## config.mk

```make
export PLATFORM = sky130hd
export DESIGN_NAME = branch_pc_unit
export DESIGN_NICKNAME = d
export VERILOG_FILES = /design/src/rtl/branch_pc_unit.sv
export SDC_FILE = /design/constraint.sdc
export NUM_CORES = 1
export LEC_CHECK = 0
export ABC_AREA = 1
export CORE_MARGIN = 1
export CORE_UTILIZATION = 30
export CTS_BUF_LIST = sky130_fd_sc_hd__clkbuf_4
export CTS_CLUSTER_DIAMETER = 50
export CTS_CLUSTER_SIZE = 40
export DETAILED_ROUTE_END_ITERATION = 16
export PLACE_DENSITY = 0.62
export RECOVER_POWER = 25
export SYNTH_ARGS = -nofsm -noshare
export SYNTH_HDL_FRONTEND = slang
export SYNTH_SLANG_ARGS = --single-unit
```

## constraint.sdc

```tcl
create_clock -name clk -period 2.3 [get_ports clk]
set_input_delay 0.46 -clock clk [delete_from_list [all_inputs] [get_ports clk]]
set_output_delay 0.46 -clock clk [all_outputs]
set_load 0.005 [all_outputs]
```

## src/rtl/branch_pc_unit.sv

```systemverilog
// Program counter and branch resolution for the 16-bit pipeline: next fetch
// address selection, IF/ID flush, stall hold, halt and taken-redirect counter.
module branch_pc_unit #(
    parameter int              PC_W     = 16,
    parameter logic [PC_W-1:0] RESET_PC = 16'h0000
) (
    input  logic            clk,
    input  logic            rst,
    input  logic            stall,
    input  logic [1:0]      branch,
    input  logic [PC_W-1:0] id_pc,
    input  logic [PC_W-1:0] br_offset,
    input  logic [PC_W-1:0] jmp_target,
    input  logic            halt,
    output logic [PC_W-1:0] pc,
    output logic            if_flush,
    output logic            redirect,
    output logic            halted,
    output logic            bad_branch,
    output logic [PC_W-1:0] taken_count
);

    typedef enum logic [1:0] {
        ST_RUN      = 2'd0,
        ST_REDIRECT = 2'd1,
        ST_HALTED   = 2'd2
    } state_e;

    localparam logic [PC_W-1:0] PC_ONE = {{(PC_W-1){1'b0}}, 1'b1};
    localparam logic [PC_W-1:0] PC_MAX = {PC_W{1'b1}};

    state_e          state_q, state_d;
    logic [PC_W-1:0] pc_q, pc_d;
    logic [PC_W-1:0] taken_count_q, taken_count_d;
    logic            redirect_q, redirect_d;
    logic            halted_q, halted_d;
    logic            bad_branch_q, bad_branch_d;
    logic            accept_s;

    function automatic logic [PC_W-1:0] sat_inc(input logic [PC_W-1:0] v);
        return (v == PC_MAX) ? v : v + PC_ONE;
    endfunction

    // A redirect is taken only from RUN with the pipeline moving; this is also the flush.
    always_comb begin
        accept_s = (state_q == ST_RUN) && !stall &&
                   ((branch == 2'b01) || (branch == 2'b10));
    end

    assign if_flush = accept_s;

    // Next-state, next-PC and counter selection.
    always_comb begin
        state_d       = state_q;
        pc_d          = pc_q;
        taken_count_d = taken_count_q;
        bad_branch_d  = bad_branch_q;
        case (state_q)
            ST_RUN: begin
                if (stall) begin
                    pc_d = pc_q;
                end else begin
                    case (branch)
                        2'b01: begin
                            pc_d          = id_pc + PC_ONE + br_offset;
                            state_d       = ST_REDIRECT;
                            taken_count_d = sat_inc(taken_count_q);
                        end
                        2'b10: begin
                            pc_d          = jmp_target;
                            state_d       = ST_REDIRECT;
                            taken_count_d = sat_inc(taken_count_q);
                        end
                        default: begin
                            // Reserved encoding falls through as not-taken but is latched.
                            if (branch == 2'b11) begin
                                bad_branch_d = 1'b1;
                            end else begin
                                bad_branch_d = bad_branch_q;
                            end
                            if (halt) begin
                                state_d = ST_HALTED;
                            end else begin
                                pc_d = pc_q + PC_ONE;
                            end
                        end
                    endcase
                end
            end
            ST_REDIRECT: begin
                // ID holds the squashed bubble, so branch and halt are meaningless here.
                if (stall) begin
                    pc_d = pc_q;
                end else begin
                    pc_d    = pc_q + PC_ONE;
                    state_d = ST_RUN;
                end
            end
            ST_HALTED: begin
                pc_d = pc_q;
            end
            default: begin
                state_d = ST_RUN;
            end
        endcase
        redirect_d = (state_d == ST_REDIRECT);
        halted_d   = (state_d == ST_HALTED);
    end

    // State and registered outputs, with synchronous active-low reset.
    always_ff @(posedge clk) begin
        if (!rst) begin
            state_q       <= ST_RUN;
            pc_q          <= RESET_PC;
            taken_count_q <= {PC_W{1'b0}};
            redirect_q    <= 1'b0;
            halted_q      <= 1'b0;
            bad_branch_q  <= 1'b0;
        end else begin
            state_q       <= state_d;
            pc_q          <= pc_d;
            taken_count_q <= taken_count_d;
            redirect_q    <= redirect_d;
            halted_q      <= halted_d;
            bad_branch_q  <= bad_branch_d;
        end
    end

    assign pc          = pc_q;
    assign taken_count = taken_count_q;
    assign redirect    = redirect_q;
    assign halted      = halted_q;
    assign bad_branch  = bad_branch_q;

endmodule

```

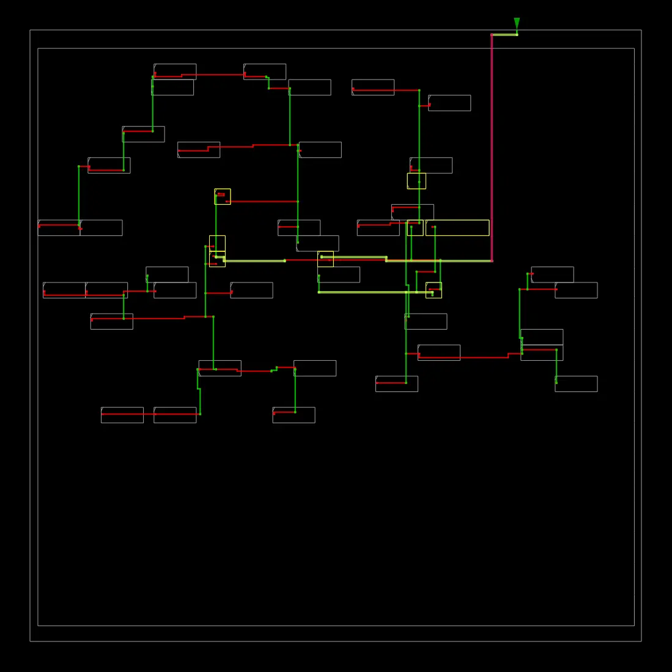
(images/final_clocks.png)
largest clock skew in the final design: 25.9 ps
number of CTS-inserted buffers: 5
tally of clock buffers in the finished layout: 6
number of clock sinks seen by CTS: 37
clock group total power: 493 uW

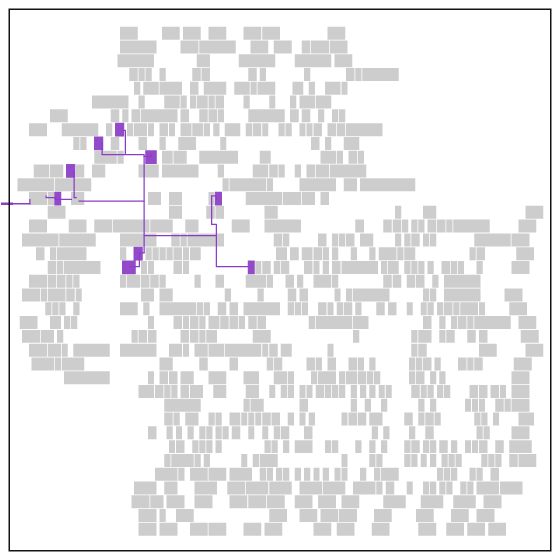
(images/port_nets.png)
rst: shown in purple, direction input, edge left, end cells 9, buffers 2, wire 109 um.

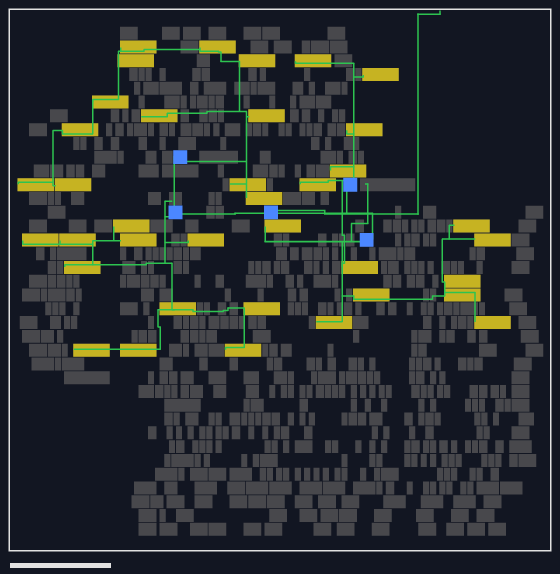
(images/clock_map.png)
Scale bar: 20 um.
clock wires: shown in green, length 605 um. flip-flops: shown in yellow, count 37. cells driving clock nets: shown in blue, count 5.
There are 6 routed clock nets.

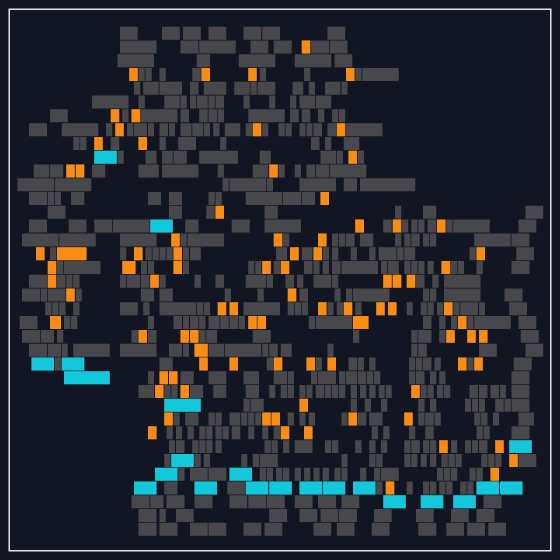
(images/gate_families.png)
adder and majority cells: shown in cyan, cells 22. inverting AOI/OAI gates: shown in orange, cells 89.

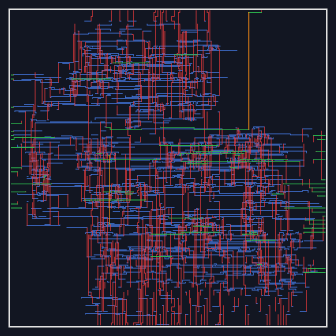
(images/metal_stack.png)
met3: shown in green, wire length 495 um. met4: shown in orange, wire length 62.6 um. met1: shown in blue, wire length 4550 um. met2: shown in red, wire length 4500 um.

==> results.txt <==
Results of the implementation run.

The critical path endpoint category is a register. The run finished with clean final reports. The via count of the routed design is around 3800. The total of buffers placed on input and output ports is ~89. The core region is about 10000 um2. The upper clock frequency limit came out at between 400 and 500 MHz. Of the cells placed in the final design, the portion with a size suffix greater than 1 is under 10%.

Looking at the max-slew report, the worst-margin pin has a slew of ~420 ps. The busiest metal layer after global routing is met2. After technology mapping, the gate count stands at about 550. The endpoint required time on the critical path is ~2500 ps. Detailed placement ended at an HPWL of around 7.6 mm. Detailed routing placed a total of 4.50 mm of wire on met2. In the layout the commonest cells are sky130_fd_sc_hd__nand2_1, sky130_fd_sc_hd__inv_1, sky130_fd_sc_hd__clkdlybuf4s50_1. The heaviest power group is sequential cells. The final setup slack of the worst path came out at roughly 110 ps. By area the synthesized netlist is led by sky130_fd_sc_hd__dfxtp_1, sky130_fd_sc_hd__nand2_1, sky130_fd_sc_hd__a21oi_1.

The average cell area after synthesis came out at about 5.9 um2. For reference, the critical path is launched at id_pc[0]. The power after layout is ~1900 uW. The global placement routability congestion is 0.871. The number of antenna violations at the first check in global routing is 0.

The stage delay of the slowest cell on the critical path came out at slightly above 400 ps. The setup slack of the worst register-to-register path is 500 ps. Per STA, the endpoint of the critical path is pc[6]. In this run the most critical hold path is launched from pc[15]. The critical path class is in2reg. The maximum root-to-sink buffer count came out at 2. Per the timing report, the most critical flop-to-flop path originates at taken_count[0].

Counting stages on the worst path, the most repeated cell is sky130_fd_sc_hd__nand2_1. The signal on the critical path passes through clkdlybuf4s50_1 > inv_1 > ha_1 > inv_1 > fa_1 > nand2_1 > nand2_1 > nand3b_1 > nand2_1 > or2_2 > nand3_1 > nand2_1 > o21ai_0 > a21oi_1. STA classifies the critical path startpoint as an input port.
[final cells by class]
| class | count | area [um2] | share of cell area [%] |
|---|---|---|---|
| tap | 136 | 170 | 3.72 |
| clock inverter | 2 | 38.8 | 0.849 |
| timing repair buffer | 113 | 1080 | 23.6 |
| multi-input combinational | 420 | 2200 | 48.1 |
| inverter | 80 | 300 | 6.57 |
| sequential | 37 | 741 | 16.2 |
| clock buffer | 6 | 45.0 | 0.985 |
[worst max-delay path: cells and delay by family]
kind            cells  cell delay [ps]
fa+ha+maj           2              520
buf+inv             3              540
simple gates        7              750
compound gates      2              140
[kinds of logic after synthesis]
family | synth area share (%)
AOI/OAI and AO/OA | 14.1
xor gates and xnor gates | 2.94
adders and majority gates | 8.62
buffers and inverters | 11.6
DFF | 22.6
and+or+nand+nor | 40.2
Power and IR drop assume default switching activity.
